[src/rtl/miner_pkg.sv]
// Shared types and helpers for the miner host link.
//   link_state_e : link controller FSM states
//   NONCE_BYTES  : width of the little-endian nonce at the tail of the header
//   beat_count() : number of bus beats needed to move a byte count over a bus
package miner_pkg;

    typedef enum logic [2:0] {
        StIdle,
        StLoad,
        StWaitAck,
        StWaitDig,
        StUnload
    } link_state_e;

    localparam int unsigned NONCE_BYTES = 4;

    function automatic int unsigned beat_count(input int unsigned num_bytes,
                                               input int unsigned bus_w);
        return (num_bytes * 8) / bus_w;
    endfunction

endpackage

[src/rtl/rdy_sync_edge.sv]
// Synchroniser plus rising-edge detector for the asynchronous host beat strobe.
// Ports:
//   clk_i      core clock
//   rst_ni     asynchronous active-low reset
//   rdy_i      asynchronous host strobe
//   rdy_evt_o  one-cycle pulse per synchronised rising edge of rdy_i
module rdy_sync_edge #(
    parameter int unsigned SYNC_STAGES = 2
) (
    input  logic clk_i,
    input  logic rst_ni,
    input  logic rdy_i,
    output logic rdy_evt_o
);

    logic [SYNC_STAGES-1:0] sync_q;
    logic                   prev_q;

    always_ff @(posedge clk_i or negedge rst_ni) begin
        if (!rst_ni) begin
            sync_q <= '0;
            prev_q <= 1'b0;
        end else begin
            sync_q <= {sync_q[SYNC_STAGES-2:0], rdy_i};
            prev_q <= sync_q[SYNC_STAGES-1];
        end
    end

    assign rdy_evt_o = sync_q[SYNC_STAGES-1] & ~prev_q;

endmodule

[src/rtl/hdr_link_ctrl.sv]
// Host-side byte-serial link: loads a block header beat by beat over the rq/rdy
// handshake, offers it to the hash core, then streams the digest back to the host.
// Optional feature macro: BITCOIN_NONCE_SWEEP_EN (on-chip nonce increment from IDLE).
// Ports:
//   clk_i, rst_ni       clock, asynchronous active-low reset
//   start_i             begin a header load (ignored outside IDLE)
//   rdy_i               asynchronous host beat strobe, rising edge = one beat
//   din_i / dout_o      header beat in / digest beat out (BUS_W bits)
//   rq_o                link requests a beat
//   done_o              high for the whole digest unload
//   busy_o              FSM not idle
//   hdr_data_o          assembled header, first beat in MSBs
//   hdr_valid_o/ack_i   header handshake to the core
//   dig_data_i/valid_i  digest from the core, first beat out = MSBs
//   nonce_inc_i         nonce sweep request
module hdr_link_ctrl
    import miner_pkg::*;
#(
    parameter int unsigned BUS_W       = 8,
    parameter int unsigned HDR_BYTES   = 80,
    parameter int unsigned DIG_BYTES   = 32,
    parameter int unsigned SYNC_STAGES = 2
) (
    input  logic                   clk_i,
    input  logic                   rst_ni,
    input  logic                   start_i,
    input  logic                   rdy_i,
    input  logic [BUS_W-1:0]       din_i,
    output logic [BUS_W-1:0]       dout_o,
    output logic                   rq_o,
    output logic                   done_o,
    output logic                   busy_o,
    output logic [HDR_BYTES*8-1:0] hdr_data_o,
    output logic                   hdr_valid_o,
    input  logic                   hdr_ack_i,
    input  logic [DIG_BYTES*8-1:0] dig_data_i,
    input  logic                   dig_valid_i,
    input  logic                   nonce_inc_i
);

    localparam int unsigned HDR_W     = HDR_BYTES * 8;
    localparam int unsigned DIG_W     = DIG_BYTES * 8;
    localparam int unsigned HDR_BEATS = beat_count(HDR_BYTES, BUS_W);
    localparam int unsigned DIG_BEATS = beat_count(DIG_BYTES, BUS_W);
    localparam int unsigned MAX_BEATS = (HDR_BEATS > DIG_BEATS) ? HDR_BEATS : DIG_BEATS;
    localparam int unsigned CNT_W     = $clog2(MAX_BEATS + 1);

    localparam logic [CNT_W-1:0] HDR_LAST = CNT_W'(HDR_BEATS - 1);
    localparam logic [CNT_W-1:0] DIG_LAST = CNT_W'(DIG_BEATS - 1);

    link_state_e      state_q, state_d;
    logic [CNT_W-1:0] cnt_q, cnt_d;
    logic             rq_q, rq_d;
    logic             done_q, done_d;
    logic             hdr_valid_q, hdr_valid_d;
    logic [HDR_W-1:0] hdr_q, hdr_d;
    logic [DIG_W-1:0] dig_q, dig_d;
    logic             rdy_evt;
    logic             beat_evt;

    rdy_sync_edge #(
        .SYNC_STAGES(SYNC_STAGES)
    ) u_rdy_sync (
        .clk_i    (clk_i),
        .rst_ni   (rst_ni),
        .rdy_i    (rdy_i),
        .rdy_evt_o(rdy_evt)
    );

    // A strobe only counts while a beat is actually requested.
    assign beat_evt = rdy_evt & rq_q;

`ifdef BITCOIN_NONCE_SWEEP_EN
    localparam int unsigned NONCE_W = NONCE_BYTES * 8;

    logic hdr_loaded_q;

    // The nonce is little-endian in stream order: the first nonce byte on the
    // bus (highest bits of the field) is the least significant.
    function automatic logic [NONCE_W-1:0] bump_le(input logic [NONCE_W-1:0] field);
        logic [NONCE_W-1:0] val;
        logic [NONCE_W-1:0] res;
        for (int i = 0; i < int'(NONCE_BYTES); i++) begin
            val[i*8 +: 8] = field[NONCE_W-8-i*8 +: 8];
        end
        val = val + NONCE_W'(1);
        for (int i = 0; i < int'(NONCE_BYTES); i++) begin
            res[NONCE_W-8-i*8 +: 8] = val[i*8 +: 8];
        end
        return res;
    endfunction

    always_ff @(posedge clk_i or negedge rst_ni) begin
        if (!rst_ni) begin
            hdr_loaded_q <= 1'b0;
        end else if (state_q == StLoad && state_d == StWaitAck) begin
            hdr_loaded_q <= 1'b1;
        end
    end
`else
    logic unused_nonce_inc;
    assign unused_nonce_inc = nonce_inc_i;
`endif

    always_comb begin
        state_d     = state_q;
        cnt_d       = cnt_q;
        rq_d        = rq_q;
        done_d      = done_q;
        hdr_valid_d = hdr_valid_q;
        hdr_d       = hdr_q;
        dig_d       = dig_q;

        unique case (state_q)
            StIdle: begin
                if (start_i) begin
                    state_d = StLoad;
                    rq_d    = 1'b1;
                    cnt_d   = '0;
                end
`ifdef BITCOIN_NONCE_SWEEP_EN
                else if (nonce_inc_i && hdr_loaded_q) begin
                    hdr_d[NONCE_W-1:0] = bump_le(hdr_q[NONCE_W-1:0]);
                    state_d            = StWaitAck;
                    hdr_valid_d        = 1'b1;
                end
`endif
            end
            StLoad: begin
                if (beat_evt) begin
                    for (int unsigned b = 0; b < HDR_BEATS; b++) begin
                        if (cnt_q == CNT_W'(b)) begin
                            hdr_d[HDR_W-1-b*BUS_W -: BUS_W] = din_i;
                        end
                    end
                    cnt_d = cnt_q + CNT_W'(1);
                    rq_d  = 1'b0;
                    if (cnt_q == HDR_LAST) begin
                        state_d     = StWaitAck;
                        hdr_valid_d = 1'b1;
                    end
                end else if (!rq_q) begin
                    // rq stays low for exactly one cycle so the host sees a new edge.
                    rq_d = 1'b1;
                end
            end
            StWaitAck: begin
                if (hdr_ack_i) begin
                    hdr_valid_d = 1'b0;
                    state_d     = StWaitDig;
                end
            end
            StWaitDig: begin
                if (dig_valid_i) begin
                    dig_d   = dig_data_i;
                    state_d = StUnload;
                    done_d  = 1'b1;
                    rq_d    = 1'b1;
                    cnt_d   = '0;
                end
            end
            StUnload: begin
                if (beat_evt) begin
                    rq_d  = 1'b0;
                    dig_d = dig_q << BUS_W;
                    cnt_d = cnt_q + CNT_W'(1);
                    if (cnt_q == DIG_LAST) begin
                        done_d  = 1'b0;
                        state_d = StIdle;
                    end
                end else if (!rq_q) begin
                    rq_d = 1'b1;
                end
            end
            default: state_d = StIdle;
        endcase
    end

    always_ff @(posedge clk_i or negedge rst_ni) begin
        if (!rst_ni) begin
            state_q     <= StIdle;
            cnt_q       <= '0;
            rq_q        <= 1'b0;
            done_q      <= 1'b0;
            hdr_valid_q <= 1'b0;
            hdr_q       <= '0;
            dig_q       <= '0;
        end else begin
            state_q     <= state_d;
            cnt_q       <= cnt_d;
            rq_q        <= rq_d;
            done_q      <= done_d;
            hdr_valid_q <= hdr_valid_d;
            hdr_q       <= hdr_d;
            dig_q       <= dig_d;
        end
    end

    assign dout_o      = dig_q[DIG_W-1 -: BUS_W];
    assign rq_o        = rq_q;
    assign done_o      = done_q;
    assign busy_o      = (state_q != StIdle);
    assign hdr_data_o  = hdr_q;
    assign hdr_valid_o = hdr_valid_q;

endmodule

[config.mk]
export PLATFORM = sky130hd
export DESIGN_NAME = hdr_link_ctrl
export DESIGN_NICKNAME = d
export VERILOG_FILES = /design/src/rtl/miner_pkg.sv /design/src/rtl/rdy_sync_edge.sv /design/src/rtl/hdr_link_ctrl.sv
export SDC_FILE = /design/constraint.sdc
export NUM_CORES = 1
export LEC_CHECK = 0
export CAP_MARGIN = 40
export CORE_ASPECT_RATIO = 0.9
export CORE_MARGIN = 8
export CORE_UTILIZATION = 25
export DETAILED_ROUTE_END_ITERATION = 8
export DONT_BUFFER_PORTS = 1
export HOLD_SLACK_MARGIN = 0.06
export SLEW_MARGIN = 20
export SYNTH_ARGS = -nofsm -noshare
export SYNTH_HDL_FRONTEND = slang
export SYNTH_SLANG_ARGS = --single-unit
[constraint.sdc]
create_clock -name clk_i -period 2.7 [get_ports clk_i]
set_clock_uncertainty 0.15 [all_clocks]
set_input_delay 0.54 -clock clk_i [delete_from_list [all_inputs] [get_ports clk_i]]
set_output_delay 0.54 -clock clk_i [all_outputs]
set_load 0.05 [all_outputs]
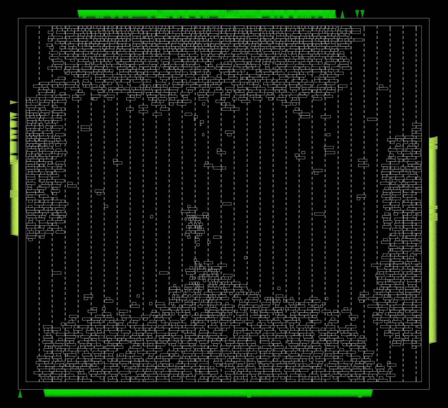
Fig. 1. Cell placement (run 1).
Fillers: 15.5k
flop count: 912
num rows: 139
Non-Filler Instances: 4953
sequential portion of the cell area: 46.5%

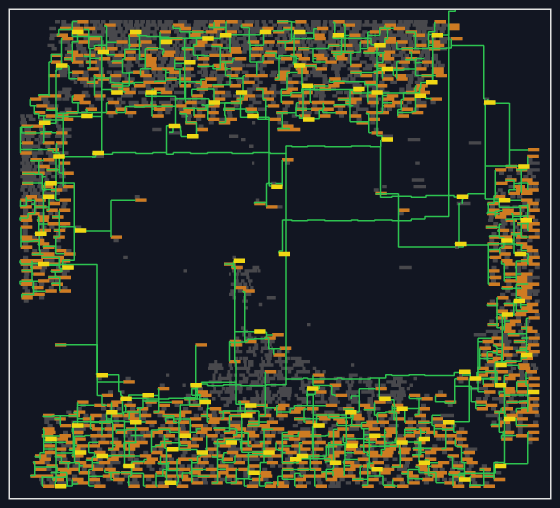
Fig. 2. Clock distribution (run 1).
Key: clock wires = green [length 13100 um]; flip-flops = orange [count 912]; cells driving clock nets = yellow [count 99]
There are 100 routed clock nets. Position of the flops: all over the die.

==> reports/metrics.yaml, run 1 <==
logic_synthesis:
  yosysTopAreaCellShare_pct: 57.4
  yosys.area.top_type: "dfrtp_1"
  yosysUniqueCellTypes: 60
  syn_area_um2: 39800
  synth-seq-cells: 912
  yosys_cells: 2436
  ys_sh_aoi_pct: 0.664
  synth-edff-count: 0
  flop_cell: "dfrtp_1"
  yosysSeqAreaShare_pct: 57.4
  top_logic_kind: "multiplexers"
  asyncSetResetFlopFracSynth_pct: 100
  mux_share_pct: 34.0
  fp_nets: 2711
  ys.warnings.count: 0
  ys_sh_adder_pct: 0.126
  ys_sh_simple_pct: 4.60
global_route:
  globalRouteTotalUtil_pct: 15.2
  grt_max_degree: 232
  grt-ovfl-total: 0
  antenna_found_initial: 13
  grt_pass1_vias: 23700
  grt_first_pass_wirelength_mm: 191
layout:
  dominant_cells: "registers"
  final_cell_area_um2: 49100
  drive_gt1_share_pct: 54.2
  logic_area_um2: 15800
  clock_area_share_pct: 7.06
  buffers: 398
  inverters: 10
  syn_to_final_growth_pct: 23.5
  nMultiInputCombCells: 1322
  comb_share_pct: 32.1
  antenna_cells: 12
  clock_buffers: 149
  final_util_pct: 30.9
  regArea_um2: 22800
placed_design:
  place_ws_ns: -0.00701
  port_buffers: 0
  placed_cell_area_um2: 42500
  gp_congestion: 0.814
  placed_cells: 4476
sta:
  fin_setup_tns_ns: 0
  fin_hold_ws_ns: -0.596
  setup-violations-final: 0
  max_clock_freq_mhz: 395
  drv_slew: 0
  hold_viol: 99
  fin_crit_sh_pct: 93.8
  rsz0062_at_grt: "no"
  tightest_slew_ns: 0.978
  fin_ws_ns: 0.168
worst_setup_path:
  path_cells: "buf_4 > or3_1 > buf_4"
  crit_buf_inv: 2
  startpoint: "state_q[1]"
  crit_cells: 3
  cp_top_family: "flip-flops"
  regToRegSetupSlack_ns: 0.20
  cp_slowest_stage_delay_ns: 0.40
  critical_path.endpoint: "busy_o"
  path_common_cell: "buf_4"
  critPathLaunchType: "register"
  path_max_fanout: 6
  r2r-start: "state_q[0]"
  crit_arrival_ns: 1.84
  rr_worst_depth: 5
  worstReg2RegEnd: "hdr_data_o[242]"
  critPathCaptureType: "output pin"
  worstSetupPathType: "reg -> out"
floorplan:
  fp_util_pct: 25.0
  coreArea_um2: 159000
  tap_cells: 2115
  ios: 923
  die_y_um: 394
clock_network:
  cts_root_buf: "clkbuf_16"
  cts_tree: "done"
  h-tree-depth: 3
  clk_path_buf_depth: 3
  clk_latency_ns: 0.70
  cts_hold_buf: 268
  cts_resized: 1
  cts_sinks: 912
  cts_inserted_buffers: 99
  clk_pin_slew_ns: 0.06
  post_cts_buffers: 1
routing:
  wl_per_cell_um: 27.6
  dr.pass1.iters: 4
  finalWirelength_mm: 137
  num_vias: 22400
  post-route-drc-count: 0
  drt_iter0_markers: 1295
  vias_per_cell: 4.52
  ant_nets: 0
status:
  status: "finished with violations"
  violations: "negative hold slack"
job:
  cap_violations: 0
hold_path:
  hold_class: "in -> async"
pwr:
  p_leak_nw: 20.9
  ir_worst_vdd_mv: 0.849
  power_mw: 48.1
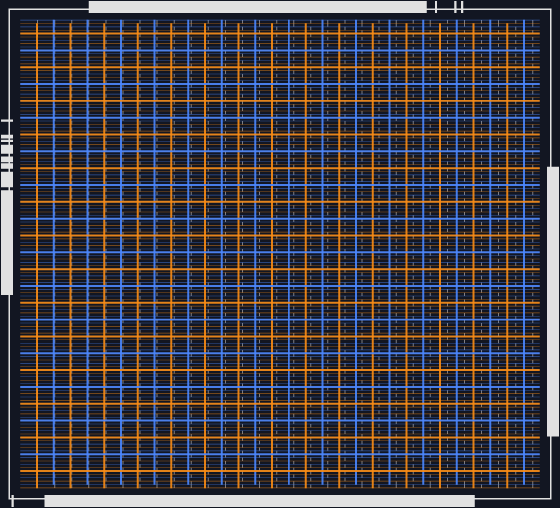
Fig. 3. Floorplan with the power grid (run 1).
Pins as bars on the die edge. Tap cells in gray.
Key: VSS = orange; VDD = blue
27 straps on met5. 140 met1 rails follow the rows. 923 signal pins sit on the boundary. The core has 139 rows. 2115 tap cells.

-- run 1: sequential cells by signal, indices dropped and copies added, names as in the netlist --
register	flops
u_rdy_sync.prev_q	1
state_q	3
u_rdy_sync.sync_q	2
hdr_data_o	640
cnt_q	7
done_o	1
dig_q	256
rq_o	1
hdr_valid_o	1
-- run 1: cells in the mapped netlist (2+ instances only) --
cell type and number:
and3b_1 6, mux2_2 930, mux2_4 200, and4bb_2 2
and2_1 3, o211ai_1 3, a21o_1 3, a31oi_1 2
and4_1 4, nand4_2 30, dfrtp_1 912, buf_6 14
nand3_1 6, inv_1 10, nand4_4 35, buf_4 27
buf_1 8, and4bb_1 2, nor2b_1 7, ha_1 4
nor3b_2 5, mux2_1 6, or2_2 2, nand4_1 14
nor3b_1 5, clkbuf_1 76, nor4b_2 2, buf_8 20
buf_2 46, a2111o_1 2, o2111ai_1 2, o221ai_1 3
a22o_1 8, nor4b_4 3, a21oi_1 3, and4b_1 2
nand2_1 6
-- run 1: per-layer routing --
metal / track usage (%) / up-vias / share of wire, %
li1: - / 9451 / -
met1: 18.5 / 11900 / 40
met2: 25.2 / 760 / 49
met3: 4.21 / 241 / 6.6
met4: 6.45 / 4 / 4.6
met5: 0 / - / 0.018
-- run 1: where the power goes --
part / switching, mW / leakage [nW] / internal [mW] / total (mW)
sequential: 10.7 / 11.1 / 16.6 / 27.3
combinational: 2.71 / 8.14 / 3.70 / 6.41
clock: 5.88 / 1.73 / 8.46 / 14.3
-- run 1: placed cells by master, fill, tap and decap left out, drive strengths merged, types with 8 or more instances in the layout --
cell         synthesis  layout
dfrtp              912     912
inv                 10      19
nor3b               10      10
diode                0      12
dlygate4sd3          0     264
a22o                 8       8
clkinv               0      19
buf                115     134
mux2              1136    1136
clkbuf              77     149
nand4               79      79
==> inputs of run 2 (changes only) <==
--- a/config.mk
+++ b/config.mk
@@ -12,6 +12,7 @@
 export DETAILED_ROUTE_END_ITERATION = 8
 export DONT_BUFFER_PORTS = 1
 export HOLD_SLACK_MARGIN = 0.06
+export SKIP_CTS_REPAIR_TIMING = 1
 export SLEW_MARGIN = 20
 export SYNTH_ARGS = -nofsm -noshare
 export SYNTH_HDL_FRONTEND = slang
==> reports/metrics.yaml, run 2 <==
pwr:
  power_mw: 48.0  # was 48.1 mW
  p_per_area_nw_per_um2: 978  # about the same
  p_leak_nw: 20.9  # about the same
  ir_worst_vdd_mv: 0.848  # was 0.849 mV
logic_synthesis:
  synth-seq-cells: 912  # unchanged
  yosys_cells: 2436  # unchanged
  synth-edff-count: 0  # unchanged
  fp_nets: 2711  # unchanged
  synth_area_per_cell_um2: 16.3  # unchanged
  top_cell: "mux2_2"  # unchanged
  synth_cells: 2436  # unchanged
  ys_chip_area_um2: 39800  # unchanged
  syn_area_um2: 39800  # unchanged
  yosys.area.top_type: "dfrtp_1"  # unchanged
  asyncSetResetFlopFracSynth_pct: 100  # unchanged
  yosysTopAreaCellShare_pct: 57.4  # unchanged
  flop_cell: "dfrtp_1"  # unchanged
  common_cells: "mux2_2 (930), dfrtp_1 (912), mux2_4 (200)"  # unchanged
  area_leaders: "dfrtp_1 (57%), mux2_2 (26%), mux2_4 (7.5%)"  # unchanged
  yosysSeqAreaShare_pct: 57.4  # unchanged
  yosysUniqueCellTypes: 60  # unchanged
  ys.warnings.count: 0  # unchanged
job:
  openroad.warnings: 54  # was 49
  cap_violations: 0  # unchanged
sta:
  tightest_slew_ns: 0.989  # was 0.978 ns
  fin_ws_ns: 0.114  # was 0.168 ns
  drv_slew: 0  # unchanged
  hold_viol: 107  # was 99
  fin_crit_sh_pct: 95.8  # was 93.8%
  finalCriticalPeriod_ns: 2.59  # was 2.53 ns
  setup-violations-final: 0  # unchanged
  relSlewSlack_pct: 34.1  # was 34.8%
  fin_setup_tns_ns: 0  # unchanged
  fin_hold_ws_ns: -0.593  # was -0.596 ns
  max_clock_freq_mhz: 387  # was 395 MHz
  rsz0062_at_grt: "no"  # unchanged
global_route:
  grt_first_pass_wirelength_mm: 186  # was 191 mm
  grt_pass1_vias: 21700  # was 23.7k
  globalRouteTotalUtil_pct: 14.9  # was 15.2%
  antenna_found_initial: 16  # was 13
  grt_max_degree: 232  # unchanged
  grt-ovfl-total: 0  # unchanged
placed_design:
  place_ws_ns: -0.00701  # unchanged
  placed_cell_area_um2: 42500  # unchanged
  gp_congestion: 0.814  # unchanged
  hpwl_mm: 96.4  # unchanged
  placed_cells: 4476  # unchanged
  port_buffers: 0  # unchanged
worst_setup_path:
  crit_slowest_cell: "nor4b_2"  # was dfrtp_2
  critPathCaptureType: "register"  # was output pin
  startpoint: "cnt_q[0]"  # was state_q[1]
  r2r-start: "cnt_q[0]"  # was state_q[0]
  crit_required_ns: 3.12  # was 2.01 ns
  regToRegSetupSlack_ns: 0.11  # was 0.20 ns
  critPathLaunchType: "register"  # unchanged
  path_max_fanout: 8  # was 6
  worstSetupPathType: "reg -> reg"  # was reg -> out
  cp_slowest_stage_delay_ns: 0.69  # was 0.40 ns
  rr_worst_depth: 4  # was 5
  path_cells: "ha_1 > nor4b_2 > nand4_2 > mux2_2"  # was buf_4 > or3_1 > buf_4
  crit_arrival_ns: 3.00  # was 1.84 ns
routing:
  dr.pass1.iters: 4  # unchanged
  post-route-drc-count: 0  # unchanged
  vias_per_cell: 4.53  # was 4.52
  drt_iter0_markers: 1362  # was 1295
  ant_nets: 0  # unchanged
  wl_per_cell_um: 27.6  # about the same
  finalWirelength_mm: 137  # about the same
  num_vias: 22400  # about the same
floorplan:
  die_y_um: 394  # unchanged
  die_area_um2: 172000  # unchanged
  fp_util_pct: 25.0  # unchanged
  die_w_um: 436  # unchanged
  coreArea_um2: 159000  # unchanged
  ios: 923  # unchanged
  placementRows: 139  # unchanged
clock_network:
  cts_root_buf: "clkbuf_16"  # unchanged
  clk_latency_ns: 0.70  # about the same
  clk_pin_slew_ns: 0.06  # about the same
  cts_sinks: 912  # unchanged
  h-tree-depth: 3  # unchanged
  cts_tree: "done"  # unchanged
  clk_path_buf_depth: 3  # unchanged
  cts_inserted_buffers: 99  # unchanged
status:
  status: "finished with violations"  # unchanged
  violations: "negative hold slack"  # unchanged
layout:
  lay_top_cells: "mux2_2 (930), dfrtp_1 (911), dlygate4sd3_1 (264)"  # unchanged
  final_util_pct: 30.9  # about the same
  lay_top_count: "mux2_2"  # unchanged
  syn_to_final_growth_pct: 23.5  # about the same
  final_cell_area_um2: 49100  # about the same
  largest_reg_flops: 640  # unchanged
  nets: 3019  # was 3018
  drive_gt1_share_pct: 54.2  # about the same
hold_path:
  hold_class: "in -> async"  # unchanged
run 2: layout make-up:
class	instances	area, um^2
clock inverters	35	399
inverters	10	37.5
multi-input cells	1322	15800
well taps	2115	2650
repair buffers	399	4360
diodes	14	35.0
clock buffers	149	3070
fillers	15500	110000
flip-flops and latches	912	22800
run 2: cells by family after synthesis:
kind of cell | count (synthesis) | share of synthesized area, %
AND-OR/OR-AND | 32 | 0.664
XOR/XNOR | 2 | 0.0440
adder cells (fa/ha/maj) | 4 | 0.126
buffers and inverters | 202 | 3.14
flip-flops | 912 | 57.4
multiplexers | 1136 | 34.0
AND/OR/NAND/NOR | 148 | 4.60
run 2: power breakdown:
part | internal, mW | switching, mW | leakage, nW | total (mW)
logic | 3.70 | 2.69 | 8.15 | 6.39
clock network | 8.46 | 5.89 | 1.73 | 14.4
registers | 16.6 | 10.7 | 11.1 | 27.3
total | 28.8 | 19.2 | 20.9 | 48.0
run 2: critical path, delay by kind of cell (launching register included):
| kind | cells | cell delay [ns] |
|---|---|---|
| flip-flops | 1 | 0.44 |
| AND/OR/NAND/NOR | 2 | 1.19 |
| adder cells (fa/ha/maj) | 1 | 0.24 |
| multiplexers | 1 | 0.42 |
run 2: layer usage:
layer / GRT usage (%) / wire (um) / vias up
met1: 18.2 / 54200 / 12000
met4: 4.58 / 4130 / 6
met2: 25.3 / 69000 / 750
met5: 0 / 38 / -
li1: - / - / 9456
met3: 4.28 / 9270 / 231
run 2: final timing paths:
path,to
min in group clk_i,cnt_q[0]
max in group asynchronous,dig_q[37]
hold / removal,hdr_data_o[317]
setup / recovery,hdr_data_o[225]
hold reg to reg,u_rdy_sync.sync_q[1]
setup reg to reg,hdr_data_o[225]
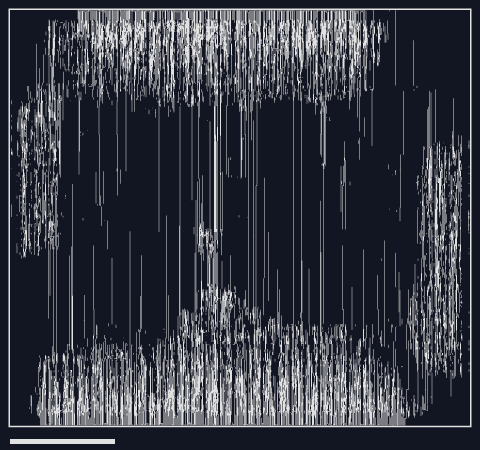
Fig. 4. Signal wires on met2 (run 2).
Bar = 100 um.
The wires run mostly vertical. 2853 nets have wire on it. The longest straight run is 243 um. The layer holds 50% of the routed length. The layer carries 69.0 mm of wire.

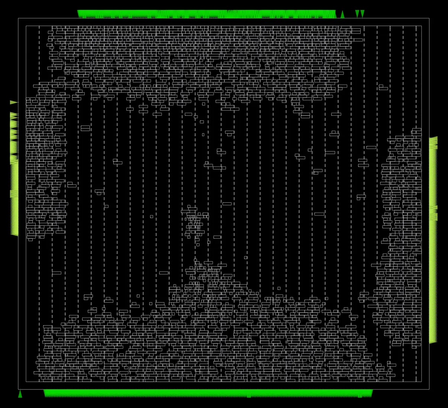
Fig. 5. Cell placement (run 2).
Fillers: 15.5k
Non-Filler Instances: 4956
sequential portion of the cell area: 46.5%

Power is estimated from default activity; no workload was simulated.
